--- config.mk ---
export PLATFORM = sky130hd
export DESIGN_NAME = cop_exc_ctrl
export DESIGN_NICKNAME = d
export VERILOG_FILES = /design/src/rtl/cop_exc_pkg.sv /design/src/rtl/cop_exc_prio.sv /design/src/rtl/cop_exc_ctrl.sv
export SDC_FILE = /design/constraint.sdc
export NUM_CORES = 1
export LEC_CHECK = 0
export CAP_MARGIN = 10
export CELL_PAD_IN_SITES_DETAIL_PLACEMENT = 0
export CELL_PAD_IN_SITES_GLOBAL_PLACEMENT = 1
export CORE_MARGIN = 8
export CORE_UTILIZATION = 25
export CTS_CLUSTER_DIAMETER = 200
export CTS_CLUSTER_SIZE = 16
export DETAILED_ROUTE_END_ITERATION = 8
export PLACE_DENSITY = 0.73
export SLEW_MARGIN = 40
export SYNTH_ARGS = -nofsm -noshare
export SYNTH_HDL_FRONTEND = slang
export SYNTH_SLANG_ARGS = --single-unit
--- constraint.sdc ---
create_clock -name clk -period 4.2 [get_ports clk]
set_input_delay 0.84 -clock clk [delete_from_list [all_inputs] [get_ports clk]]
set_output_delay 0.84 -clock clk [all_outputs]
set_load 0.05 [all_outputs]
--- src/rtl/cop_exc_pkg.sv ---
// Shared constants and types for the CP0 exception sequencer.
package cop_exc_pkg;

  // ExcCode values written into CAUSE[6:2]
  localparam logic [4:0] EXC_INT = 5'd0;
  localparam logic [4:0] EXC_SYS = 5'd8;
  localparam logic [4:0] EXC_BRK = 5'd9;
  localparam logic [4:0] EXC_RI  = 5'd10;
  localparam logic [4:0] EXC_OV  = 5'd12;

  // CP0 register numbers (all sel 0)
  localparam logic [4:0] CP0_STATUS = 5'd12;
  localparam logic [4:0] CP0_CAUSE  = 5'd13;
  localparam logic [4:0] CP0_EPC    = 5'd14;

  // STATUS bit indices
  localparam int ST_IE  = 0;
  localparam int ST_EXL = 1;
  localparam int ST_ERL = 2;
  localparam int ST_UM  = 4;
  localparam int ST_BEV = 22;

  // Sequencer state encodings
  localparam logic [2:0] S_IDLE     = 3'd0;
  localparam logic [2:0] S_W_EPC    = 3'd1;
  localparam logic [2:0] S_W_CAUSE  = 3'd2;
  localparam logic [2:0] S_W_STATUS = 3'd3;
  localparam logic [2:0] S_REDIR    = 3'd4;

  // Qualified request lines into the priority encoder
  typedef struct packed {
    logic int_pend;
    logic ri;
    logic sys;
    logic brk;
    logic ov;
    logic eret;
  } exc_req_t;

  // Winning request
  typedef struct packed {
    logic       valid;
    logic [4:0] code;
    logic       is_eret;
  } exc_sel_t;

endpackage

--- src/rtl/cop_exc_prio.sv ---
// Fixed-priority selection of the pending exception, interrupt or ERET.
module cop_exc_prio
  import cop_exc_pkg::*;
(
  input  exc_req_t req,
  output exc_sel_t sel
);

  // INT > RI > SYS > BRK > OV > ERET; an exception always masks a same-cycle ERET
  always_comb begin
    sel       = '0;
    sel.valid = 1'b1;
    if (req.int_pend)  sel.code = EXC_INT;
    else if (req.ri)   sel.code = EXC_RI;
    else if (req.sys)  sel.code = EXC_SYS;
    else if (req.brk)  sel.code = EXC_BRK;
    else if (req.ov)   sel.code = EXC_OV;
    else if (req.eret) sel.is_eret = 1'b1;
    else               sel.valid = 1'b0;
  end

endmodule

--- src/rtl/cop_exc_ctrl.sv ---
// CP0 exception / interrupt / ERET sequencer: writes EPC, CAUSE, STATUS over
// successive cycles, then redirects fetch.
module cop_exc_ctrl
  import cop_exc_pkg::*;
#(
  parameter int          IRQ_W      = 6,
  parameter logic [31:0] VEC_NORMAL = 32'h8000_0180,
  parameter logic [31:0] VEC_BOOT   = 32'hBFC0_0380
) (
  input  logic             clk,
  input  logic             rst,
  input  logic [IRQ_W-1:0] irq,
  input  logic             ex_valid,
  input  logic             exc_ri,
  input  logic             exc_sys,
  input  logic             exc_brk,
  input  logic             exc_ov,
  input  logic             eret,
  input  logic [31:0]      ex_pc,
  input  logic [31:0]      status_in,
  input  logic [31:0]      epc_in,
  input  logic [31:0]      error_epc_in,
  output logic             cop_wr,
  output logic [4:0]       cop_num,
  output logic [2:0]       cop_sel,
  output logic [31:0]      cop_data,
  output logic             stall,
  output logic             flush,
  output logic             redirect,
  output logic [31:0]      redirect_pc
);

  logic [2:0]       state_q,  state_d;
  logic [31:0]      pc_q,     pc_d;
  logic [4:0]       code_q,   code_d;
  logic [IRQ_W-1:0] irq_q,    irq_d;
  logic [31:0]      status_q, status_d;
  logic [31:0]      tgt_q,    tgt_d;
  logic             eret_q,   eret_d;

  exc_req_t req;
  exc_sel_t sel;
  logic     int_pend;
  logic     accept;
  logic [31:0] cause_w;
  logic [31:0] status_w;

  // Interrupts are masked by IM, IE and suppressed while in EXL or ERL
  always_comb begin
    int_pend     = (|(irq & status_in[10 +: IRQ_W])) & status_in[ST_IE] &
                   ~status_in[ST_EXL] & ~status_in[ST_ERL];
    req.int_pend = int_pend;
    req.ri       = ex_valid & exc_ri;
    req.sys      = ex_valid & exc_sys;
    req.brk      = ex_valid & exc_brk;
    req.ov       = ex_valid & exc_ov;
    req.eret     = ex_valid & eret;
  end

  cop_exc_prio u_prio (
    .req (req),
    .sel (sel)
  );

  assign accept = (state_q == S_IDLE) & sel.valid & ~rst;

  // Next-state and capture of everything the sequence needs at accept
  always_comb begin
    state_d  = state_q;
    pc_d     = pc_q;
    code_d   = code_q;
    irq_d    = irq_q;
    status_d = status_q;
    tgt_d    = tgt_q;
    eret_d   = eret_q;
    case (state_q)
      S_IDLE: begin
        if (sel.valid) begin
          pc_d     = ex_pc;
          code_d   = sel.code;
          irq_d    = irq;
          status_d = status_in;
          eret_d   = sel.is_eret;
          tgt_d    = status_in[ST_ERL] ? error_epc_in : epc_in;
          // Nested exception keeps the original EPC
          if (sel.is_eret)             state_d = S_W_STATUS;
          else if (status_in[ST_EXL])  state_d = S_W_CAUSE;
          else                         state_d = S_W_EPC;
        end
      end
      S_W_EPC:    state_d = S_W_CAUSE;
      S_W_CAUSE:  state_d = S_W_STATUS;
      S_W_STATUS: state_d = S_REDIR;
      S_REDIR:    state_d = S_IDLE;
      default:    state_d = S_IDLE;
    endcase
  end

  // State and latched request registers
  always_ff @(posedge clk) begin
    if (rst) begin
      state_q  <= S_IDLE;
      pc_q     <= '0;
      code_q   <= '0;
      irq_q    <= '0;
      status_q <= '0;
      tgt_q    <= '0;
      eret_q   <= 1'b0;
    end else begin
      state_q  <= state_d;
      pc_q     <= pc_d;
      code_q   <= code_d;
      irq_q    <= irq_d;
      status_q <= status_d;
      tgt_q    <= tgt_d;
      eret_q   <= eret_d;
    end
  end

  // CAUSE image and STATUS update value from the latched request
  always_comb begin
    cause_w             = '0;
    cause_w[10 +: IRQ_W] = irq_q;
    cause_w[6:2]        = code_q;
    status_w            = status_q;
    if (!eret_q)                status_w[ST_EXL] = 1'b1;
    else if (status_q[ST_ERL])  status_w[ST_ERL] = 1'b0;
    else                        status_w[ST_EXL] = 1'b0;
  end

  // CP0 write port, pipeline control and redirect; all quiet during reset
  always_comb begin
    cop_wr      = 1'b0;
    cop_num     = '0;
    cop_sel     = '0;
    cop_data    = '0;
    redirect    = 1'b0;
    redirect_pc = '0;
    flush       = accept;
    stall       = accept | ((state_q != S_IDLE) & ~rst);
    if (!rst) begin
      case (state_q)
        S_W_EPC: begin
          cop_wr   = 1'b1;
          cop_num  = CP0_EPC;
          cop_data = pc_q;
        end
        S_W_CAUSE: begin
          cop_wr   = 1'b1;
          cop_num  = CP0_CAUSE;
          cop_data = cause_w;
        end
        S_W_STATUS: begin
          cop_wr   = 1'b1;
          cop_num  = CP0_STATUS;
          cop_data = status_w;
        end
        S_REDIR: begin
          redirect    = 1'b1;
          redirect_pc = eret_q ? tgt_q : (status_q[ST_BEV] ? VEC_BOOT : VEC_NORMAL);
        end
        default: ;
      endcase
    end
  end

endmodule

==> Slide: Implementation Results, run 1 <==
Implementation Results

Final layout
  • Post-route cell area: 9468 um2
  • Top Registers: pc_q: 32 flops, status_q: 32 flops, tgt_q: 32 flops
  • Antenna diodes: 1
  • Leading cell kind: logic gates
  • Comb/total area: 39.04%
  • Clock buffers: 11
  • FF/Latch Area: 2203 um2
  • Inverters: 6
  • Non-filler cells, final: 1,200
  • FF+latch count: 110
  • Repair and plain buffers: 230
  • ClkCell Share: 3.489%
  • Filler cells: 2,531

Final timing
  • Worst Tran Pin Value: 774.5 ps
  • Crit share post-route: 86.83%
  • Worst setup margin: 553.1 ps
  • Peak Freq: 274.2 MHz
  • Fin Setup TNS: 0 ps
  • Slew margin rel.: 48.37%
  • Layout Skew: 8.810 ps
  • Final Hold Slack: 475.7 ps
  • RSZ-0062 raised after global routing: false
  • Final Max Slew Viols: 0

Clock network
  • CTS resizes: 0
  • TritonCTS Buffers: 9
  • CTS root buf: clkbuf_16
  • Post-CTS Setup Repair Bufs: 0
  • H-tree depth: 3

Synth
  • Cell area after synthesis: 6314 um2
  • Share of the synthesized area in the top cell type: 34.88%
  • Async S/R FF share, synth: 0%
  • Synth flops: 110
  • Post-Synthesis Cells: 711
  • Yosys aoi share: 28.10%
  • Synth Warn #: 0
  • # Cells Yosys: 711
  • Fraction of the yosys area taken by sequential cells: 34.88%
  • Top cells by count: o211ai_1, dfxtp_1, a21oi_1
  • Adder Share, Synth: 0%
  • Avg Inst Size Synth: 8.880 um2
  • Yosys xor share: 0%
  • Mux area share: 17.32%
  • Yosys Chip Area: 6314 um2
  • Simple Share, Synth: 12.54%
  • Area leader, netlist: dfxtp_1

Place
  • Dpl ws: 550.2 ps

Power and ir drop
  • Combinational power share: 27.8%
  • Clock group total power: 965 uW
  • Worst vdd rail ir drop: 0.2123 mV
  • Switching portion of total power: 30.34%
  • Int Power: 2084 uW
  • Sequential cell power: 1200 uW
  • Power share of the clock group: 32.3%
  • Pwr top: sequential cells

Detailed routing
  • DR WL/cell: 19.28 um
  • DRT antenna net count: 0
  • Vias per cell: 4.971
  • Max layer used: met4
  • Remaining DRCs: 0
  • Drt first-iter violations: 358
  • WL met2: 12,030 um
  • TritonRoute pass-1 iters: 5

Critical path
  • Max incr delay on CP: 510 ps
  • Worst setup SP type: primary input
  • Worst Setup SP: status_in[1]
  • WP depth: 7
  • Crit path cell chain: clkdlybuf4s50_1 > or3b_1 > a31oi_4 > buf_4 > o21ai_4 > nor2_1 > buf_4
  • Critical path endpoint category: output port
  • Most repeated library cell on the critical path: buf_4
  • Worst flop-to-flop path startpoint: state_q[0]
  • R2r endpoint: pc_q[20]
  • Worst setup path end: flush
  • WP data required: 3360 ps
  • Crit path max-delay family: buffers and inverters

Floorplanning
  • Tap cells: 330
  • Area of the core: 24,960 um2
  • Row Count: 58
  • Die Height: 174.9 um
  • Full die area: 30,600 um2

Hold path
  • Worst hold path depth: 2

Global route
  • Number of global-route vias before repair: 5,931
  • Antenna violations before repair: 0
  • Largest net degree at the start of global routing: 104

Flow run
  • Max capacitance violation total: 0

Run status
  • Status: finished clean
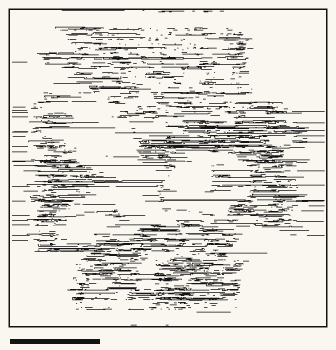
Figure 1: run 1, M1 wires.
Scale bar: 50 um.
- share of all routed wire: 42%
- longest straight run: 50.1 um
via count: 5,965
GR Util met1: 17.62%
Routed WL: 23,130 um

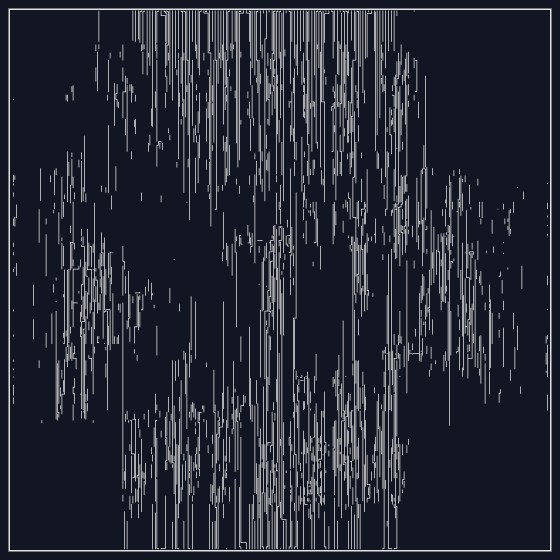
Figure 2: run 1, met2 routing.
- main direction: vertical
- wire length on this layer: 12,000 um
- nets with wire on the layer: 844
- share of all routed wire: 52%
global routing usage on met2: 25.61%

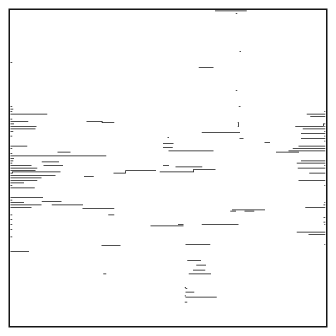
Figure 3: run 1, metal 3.
- main direction: horizontal
- nets with wire on the layer: 98
- share of all routed wire: 4.3%
- wire length on this layer: 992 um
GRT met3 Usage: 3.000%

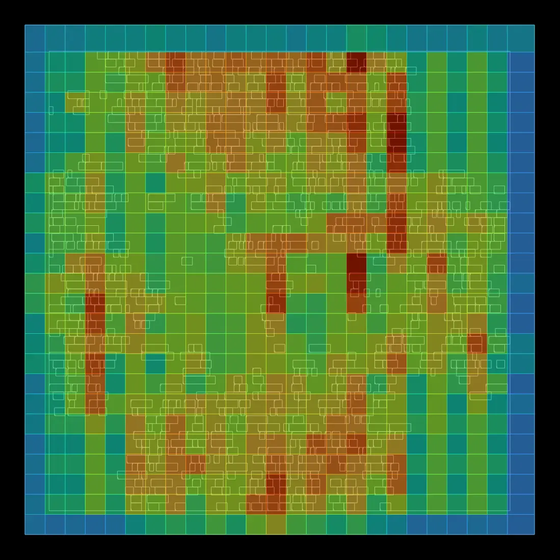
Figure 4: run 1, routing congestion map.
gr busiest metal: met2
Util after Layout: 37.93%

==> inputs of run 2 (changes only) <==
SLEW_MARGIN = 5   (was 40)
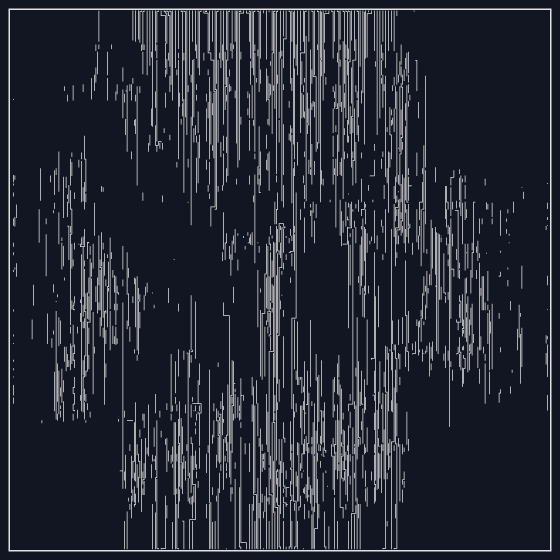
Figure 5: run 2, met2 routing.
- main direction: vertical
- wire length on this layer: 12,100 um
- nets with wire on the layer: 839
- longest straight run: 64.6 um
via count: 5,926
Routed WL: 23,180 um
global routing usage on met2: 25.44%

==> run 2 against run 1 <==
Cell count hardly changed. Sequential power hardly changed. Critical path depth stayed put. Die size stayed put.
==> Slide: Implementation Results, run 2 <==
Implementation Results

Power and ir drop
  • Worst vdd rail ir drop: 0.2227 mV (was 0.2123 mV)
  • Clock group total power: 970 uW (was 965 uW)
  • Switching portion of total power: 30.46% (was 30.34%)
  • Combinational power share: 27.7% (was 27.8%)
  • Sequential cell power: 1200 uW (about the same)
  • Int Power: 2083 uW (was 2084 uW)

Global route
  • Gr busiest metal: met2 (unchanged)
  • GR Util met1: 17.70% (was 17.62%)
  • Number of global-route vias before repair: 5,980 (was 5,931)
  • Antenna violations before repair: 1 (was 0)

Synth
  • Adder Share, Synth: 0% (unchanged)
  • Synth flops: 110 (unchanged)
  • Share of the synthesized area in the top cell type: 34.88% (unchanged)
  • Cell area after synthesis: 6314 um2 (unchanged)
  • Post-Synthesis Cells: 711 (unchanged)
  • Area leader, netlist: dfxtp_1 (unchanged)
  • Yosys aoi share: 28.10% (unchanged)
  • Simple Share, Synth: 12.54% (unchanged)
  • Avg Inst Size Synth: 8.880 um2 (unchanged)
  • Mux area share: 17.32% (unchanged)
  • Yosys Chip Area: 6314 um2 (unchanged)
  • Top cells by count: o211ai_1, dfxtp_1, a21oi_1 (unchanged)
  • Fraction of the yosys area taken by sequential cells: 34.88% (unchanged)

Final timing
  • RSZ-0062 raised after global routing: false (unchanged)
  • Layout Skew: 12.15 ps (was 8.810 ps)
  • Final Max Slew Viols: 0 (unchanged)
  • Worst Tran Pin Value: 1109 ps (was 774.5 ps)
  • Peak Freq: 272.5 MHz (was 274.2 MHz)
  • Slew margin rel.: 26.06% (was 48.37%)
  • Final Hold Slack: 473.0 ps (was 475.7 ps)
  • Crit share post-route: 87.36% (was 86.83%)

Critical path
  • WP data required: 3360 ps (about the same)
  • Max incr delay on CP: 520 ps (was 510 ps)
  • Critical path endpoint category: output port (unchanged)
  • Worst setup path end: flush (unchanged)
  • Crit path max-delay family: buffers and inverters (unchanged)
  • R2r endpoint: pc_q[20] (unchanged)
  • Most repeated library cell on the critical path: buf_4 (unchanged)
  • Crit path cell chain: clkdlybuf4s50_1 > or3b_1 > a31oi_4 > buf_4 > o21ai_4 > nor2_1 > buf_4 (unchanged)

Floorplanning
  • Full die area: 30,600 um2 (unchanged)
  • Tap cells: 330 (unchanged)
  • Die Height: 174.9 um (unchanged)
  • Area of the core: 24,960 um2 (unchanged)

Detailed routing
  • Drt first-iter violations: 380 (was 358)
  • Remaining DRCs: 0 (unchanged)
  • TritonRoute pass-1 iters: 4 (was 5)
  • Vias per cell: 4.934 (was 4.971)
  • WL met2: 12,110 um (was 12,030 um)
  • DRT antenna net count: 0 (unchanged)
  • Max layer used: met4 (unchanged)

Hold path
  • Worst hold path depth: 2 (unchanged)

Clock network
  • CTS root buf: clkbuf_16 (unchanged)
  • CTS resizes: 0 (unchanged)
  • Post-CTS Setup Repair Bufs: 0 (unchanged)
  • TritonCTS Buffers: 9 (unchanged)
  • H-tree depth: 3 (unchanged)

Final layout
  • Comb/total area: 39.04% (about the same)
  • Filler cells: 2,525 (was 2,531)
  • ClkCell Share: 3.492% (was 3.489%)
  • Non-filler cells, final: 1,201 (was 1,200)
  • Leading cell kind: logic gates (unchanged)
  • Util after Layout: 37.90% (was 37.93%)

Run status
  • Status: finished clean (unchanged)
Power and IR drop assume default switching activity.
